==> config.mk <==
export PLATFORM = sky130hd
export DESIGN_NAME = adder_bist_ctrl
export DESIGN_NICKNAME = d
export VERILOG_FILES = /design/src/rtl/adder_bist_pkg.sv /design/src/rtl/bist_lfsr64.sv /design/src/rtl/adder_bist_ctrl.sv
export SDC_FILE = /design/constraint.sdc
export NUM_CORES = 1
export LEC_CHECK = 0
export CORE_MARGIN = 1.5
export CORE_UTILIZATION = 45
export CTS_BUF_LIST = sky130_fd_sc_hd__clkbuf_8
export DETAILED_ROUTE_END_ITERATION = 16
export PLACE_DENSITY = 0.71
export SLEW_MARGIN = 40
export SYNTH_ARGS = -nofsm -noshare
export SYNTH_HDL_FRONTEND = slang
export SYNTH_SLANG_ARGS = --single-unit
==> constraint.sdc <==
create_clock -name clk -period 15.1 [get_ports clk]
set_clock_uncertainty 0.1 [all_clocks]
set_input_delay 2.265 -clock clk [delete_from_list [all_inputs] [get_ports clk]]
set_output_delay 2.265 -clock clk [all_outputs]
set_load 0.01 [all_outputs]
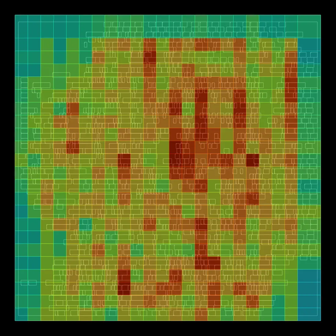
(congestion heat map)
routing usage on met2: 36.8%
utilization after layout: 57.0%
layer with the highest usage after global routing: met2
average wire per cell in the routed design: 17.9 um
global routing met3 resource utilization: 3.23%

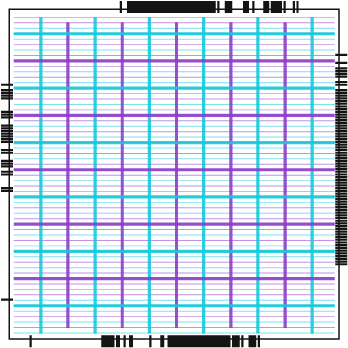
(PDN straps and rails)
Scale: 2 px per um. Pins as bars on the die edge.
[VDD] purple
[VSS] cyan
met4 straps: 11
rows: 58
maximum VDD drop: 0.0825 mV
die boundary width: 164 um
core region area: 25300 um^2
vertical extent of the die: 164 um

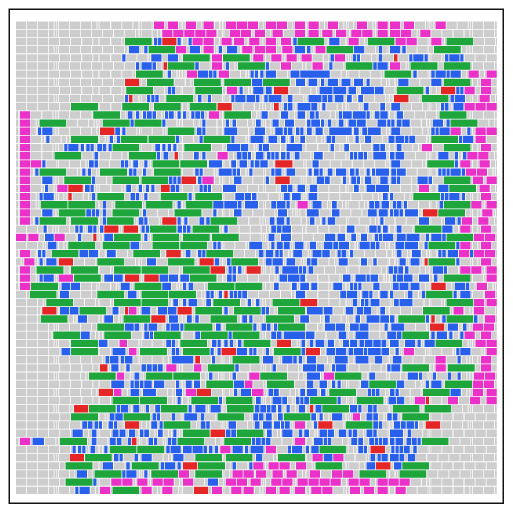
(placed cells, one colour a class)
Scale: 3 px per um. Fill, decap, tap and diode cells in grey.
[remaining buffers and delay cells] magenta | cells: 238 | share of their area: 17%
[clock drivers and dummy loads] red | cells: 60 | share of their area: 4.8%
[remaining logic cells] blue | cells: 958 | share of their area: 41%
[sequential cells] green | cells: 208 | share of their area: 37%
standard-cell row count: 58
sequential share of cell area: 36.1%
final design instance area without fill: 14400 um^2

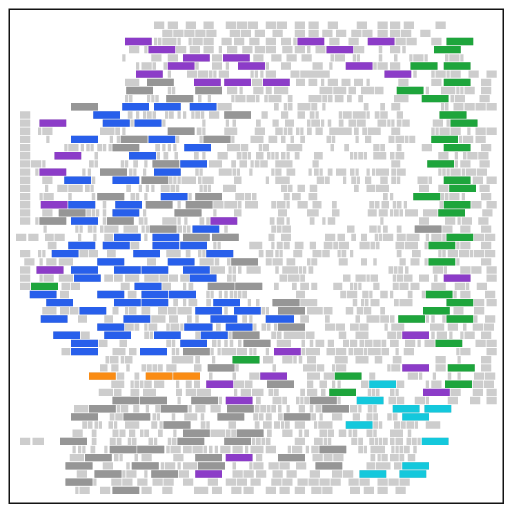
(register map, names as in the netlist)
Scale: 3 px per um. Other sequential cells in the stronger grey, the rest of the logic in the fainter grey.
[`r_state`] orange | sequential cells: 3
[`pass_cnt`] cyan | sequential cells: 10 | where: south-east
[`ff_a`] purple | sequential cells: 31 | where: spread over the die
[`u_lfsr.r_state`] blue | sequential cells: 64
[`ff_sum`] green | sequential cells: 32 | where: a column on the right
not coloured: 68
Power Sequential: 0.789 mW
sequential cell area: 5210 um^2

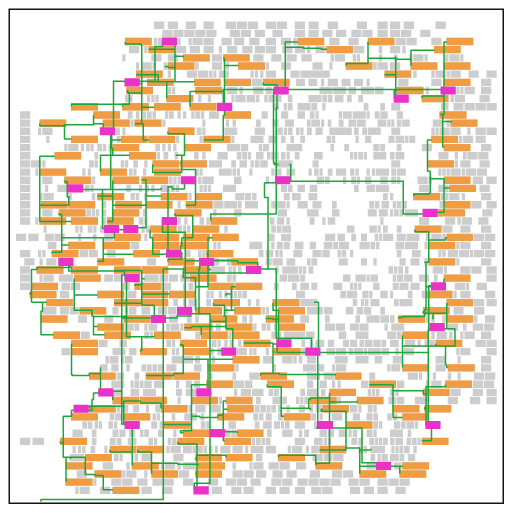
(routed clock nets over the placement)
Scale: 3 px per um.
[clock wires] green | length: 2910 um
[clock-net drivers] magenta | count: 35
[flip-flops] orange | count: 208
routed clock nets: 36
power attributed to the clock group: 0.486 mW
share of power burned in the clock network: 22.5%
clock latency reported for the late side of the worst-skew pair: 0.54 ns

==> impl_summary.log <==
[flow] collecting metrics
[metrics] result of the run: finished clean
[metrics] library cell used as clock root buffer: clkbuf_8
[metrics] syn_nets: about 1400
[metrics] mux cell area share after synthesis: around 7.8%
[metrics] sum of routed wire segments on met1: ~15000 um
[metrics] number of cell instances after yosys synthesis: between 1000 and 1500
[metrics] number of gates resized after cts: 0
[metrics] combinational power share: 40.9%
[metrics] Worst Path Arrival: 6.24 ns
[metrics] highest-count cells in the layout ignoring fill and taps: nand2_1, clkdlybuf4s50_1, dfrtp_1, inv_1, mux2i_1
[metrics] Adder Area Share: 3.92%
[metrics] critical path startpoint category: primary input
[metrics] CP Buf/Inv Count: 2
[metrics] Detail Route Antenna Nets: 0
[metrics] DRC: 0
[metrics] final clock period utilization by the worst path: 39.5%
[metrics] buffer levels on the longest clock path: 3
[metrics] tally of OpenROAD warnings: 26
[metrics] Inserted Clock Buffers: 35
[metrics] Clock H-tree levels: 2
[metrics] first-pass GRT wire length: a little over 50000 um
[metrics] share of synthesized registers carrying an async set or reset: 100%
[metrics] number of buffers inserted by post-CTS setup repair: 0
[metrics] Highest Clock Rate: approximately 170 MHz
[metrics] synthesized-area fraction occupied by xor and xnor cells: under 10%
[metrics] Final Max Tran Viols: 0
[metrics] total I/O pin count: ~230
[metrics] Post-Place Cells: 1733
[metrics] filler cell count in the final layout: roughly 2300
[metrics] initial antenna violation count: 1
[metrics] total cell area reported by yosys after synthesis: about 12000 um^2
[metrics] setup repair after global routing missed its margin: no
[metrics] global placement routability congestion: between 0.9 and 1
[metrics] cell depth of the worst min-delay path: 2
[metrics] Final Hold Viols: 0
[metrics] number of violations reported at the end of detailed-routing iteration 0: 778
[metrics] sequential cell fraction of total power: a little over a third
[metrics] cell type with the largest total area: dfrtp_1
[metrics] final std cells w/o fill: about 1800
[metrics] crit-path cells: clkdlybuf4s50_1 -> xnor2_1 -> a21oi_1 -> mux2_1 -> a2111oi_0 -> nand4_1 -> nor4_1 -> and4_1 -> nor3_2 -> buf_6 -> mux2i_1
[metrics] most numerous logic cell after layout: nand2_1
[metrics] share of final-layout standard cells stronger than drive strength 1: around 5.5%
[metrics] average cell area after synthesis: 9.08 um^2
[metrics] Overflow after GRT: 0
[metrics] endpoint class of the critical path: flip-flop
[metrics] number of vias per cell: ~5.5
[metrics] count of flip-flops with a built-in enable after synthesis: 0
[metrics] Max power group: combinational logic
[metrics] post-synthesis register bit count: 208
[metrics] final net count: about 1500
[metrics] full die area: around 27000 um^2
[metrics] Met3 Wirelength: ~1700 um
[metrics] reg-to-reg setup timing slack: 10.03 ns
[metrics] Comb area: 5430 um^2
[metrics] post-cts hold buffer count: 0
[metrics] cell internal power dissipation: about 1.3 mW
[metrics] worst-case hold slack: 0.383 ns
[metrics] stages on the worst setup path: 11
[metrics] overall global routing resource usage: 23.8%
[metrics] crit path max-delay cell type: and4_1
[metrics] flip-flop count of the largest register after layout: between 60 and 70
[metrics] total combinational power: between 0.8 and 0.9 mW
[metrics] prevailing post-synth register cell: dfrtp_1
[metrics] # clock sinks: approximately 210
[metrics] Period minus WS final: just under 6 ns
[metrics] total negative slack for setup checks: 0 ns
[metrics] Clock Pin Slew Worst Setup and Hold Paths: approximately 0.06 ns
[metrics] delay contributed by the slowest stage of the critical path: ~0.69 ns
[metrics] Met2 Wirelength: about 15000 um
[metrics] Net Switching: ~0.84 mW
[metrics] maximum number of pins on one net before global-route repair: just under 100
[metrics] uppermost routed layer: met4
[metrics] Crit path max-delay family: simple AND/OR/NAND/NOR gates
[metrics] post-synthesis share of cell area spent on and-or and or-and gates: 14.2%
[metrics] top-count cell post-synth: nand2_1
[metrics] Basic Gates by Area: between 10% and 20%
[metrics] main logic family after synthesis: simple AND/OR/NAND/NOR gates
[metrics] number of input and output port buffers inserted: between 200 and 250
[metrics] number of different library cells in the post-synthesis netlist: between 70 and 80
[metrics] category of the critical setup timing path: in -> reg
[metrics] number of cells produced by synthesis: between 1000 and 1500
[metrics] Maximum Capacitance Violations: 0
[metrics] commonest cells in the netlist: nand2_1, dfrtp_1, inv_1
[metrics] most area-consuming cells after synthesis: dfrtp_1, nand2_1, mux2i_1
[metrics] detailed-route via count: approximately 10000
[metrics] detailed-router iteration count before antenna repair: 6
[metrics] number of global-route vias before repair: ~9300
[metrics] measured slew at the worst slew-check pin: 0.856 ns
[metrics] setup-violating endpoint count in the final report: 0
[metrics] required time of the worst setup path: around 15 ns
[metrics] Yosys top cell area share: between 40 and 50%
[metrics] Register-to-Register Path Depth: 14
[metrics] Final HPWL DP: 23000 um
[metrics] switching fraction of total power: roughly two fifths
[metrics] fraction of the yosys area taken by sequential cells: around 45%
[metrics] PwrDens: between 100 and 150 nW/um^2
[metrics] LEAKAGE: roughly 6.4 nW
[metrics] TritonCTS clock tree: done
[metrics] largest fanout on the critical path: 63
[metrics] Hold/Removal Path Class: reg -> reg
[metrics] Syn-to-layout area delta: 23.5%
[metrics] Yosys warning count: 0
[metrics] Max-Slew Margin vs Limit: between 40% and 50%
[metrics] Total Wirelength: 32100 um
[metrics] Cell Area, Synth: between 10000 and 15000 um^2
[metrics] FP Util: about 46%
final cells by class:
cell class	instances	area share [%]
inverters	90	2.39
flip-flops and latches	208	36.1
diodes	1	0.0173
well taps	330	2.86
multi-input cells	868	37.6
repair buffers	238	16.4
clock buffers	41	3.91
clock inverters	19	0.754
metrics by stage:
stage                     power, mW  cell area, um^2  setup WS, ns
after global routing           2.29            14400          9.12
after global placement         1.66            13700          8.69
after CTS                      2.17            14400          9.07
after floorplan                1.32            11700          7.06
final                          2.16            14400          9.14
after detailed placement       1.68            13700          8.55
routing by layer:
layer  track usage (%)  up-vias
li1                  -     4672
met1              34.0     4764
met2              36.8      298
met3              3.23       66
met4              8.68        0
met5                 0        -
Power figures rest on the tool's default switching activity, not on a simulated workload.
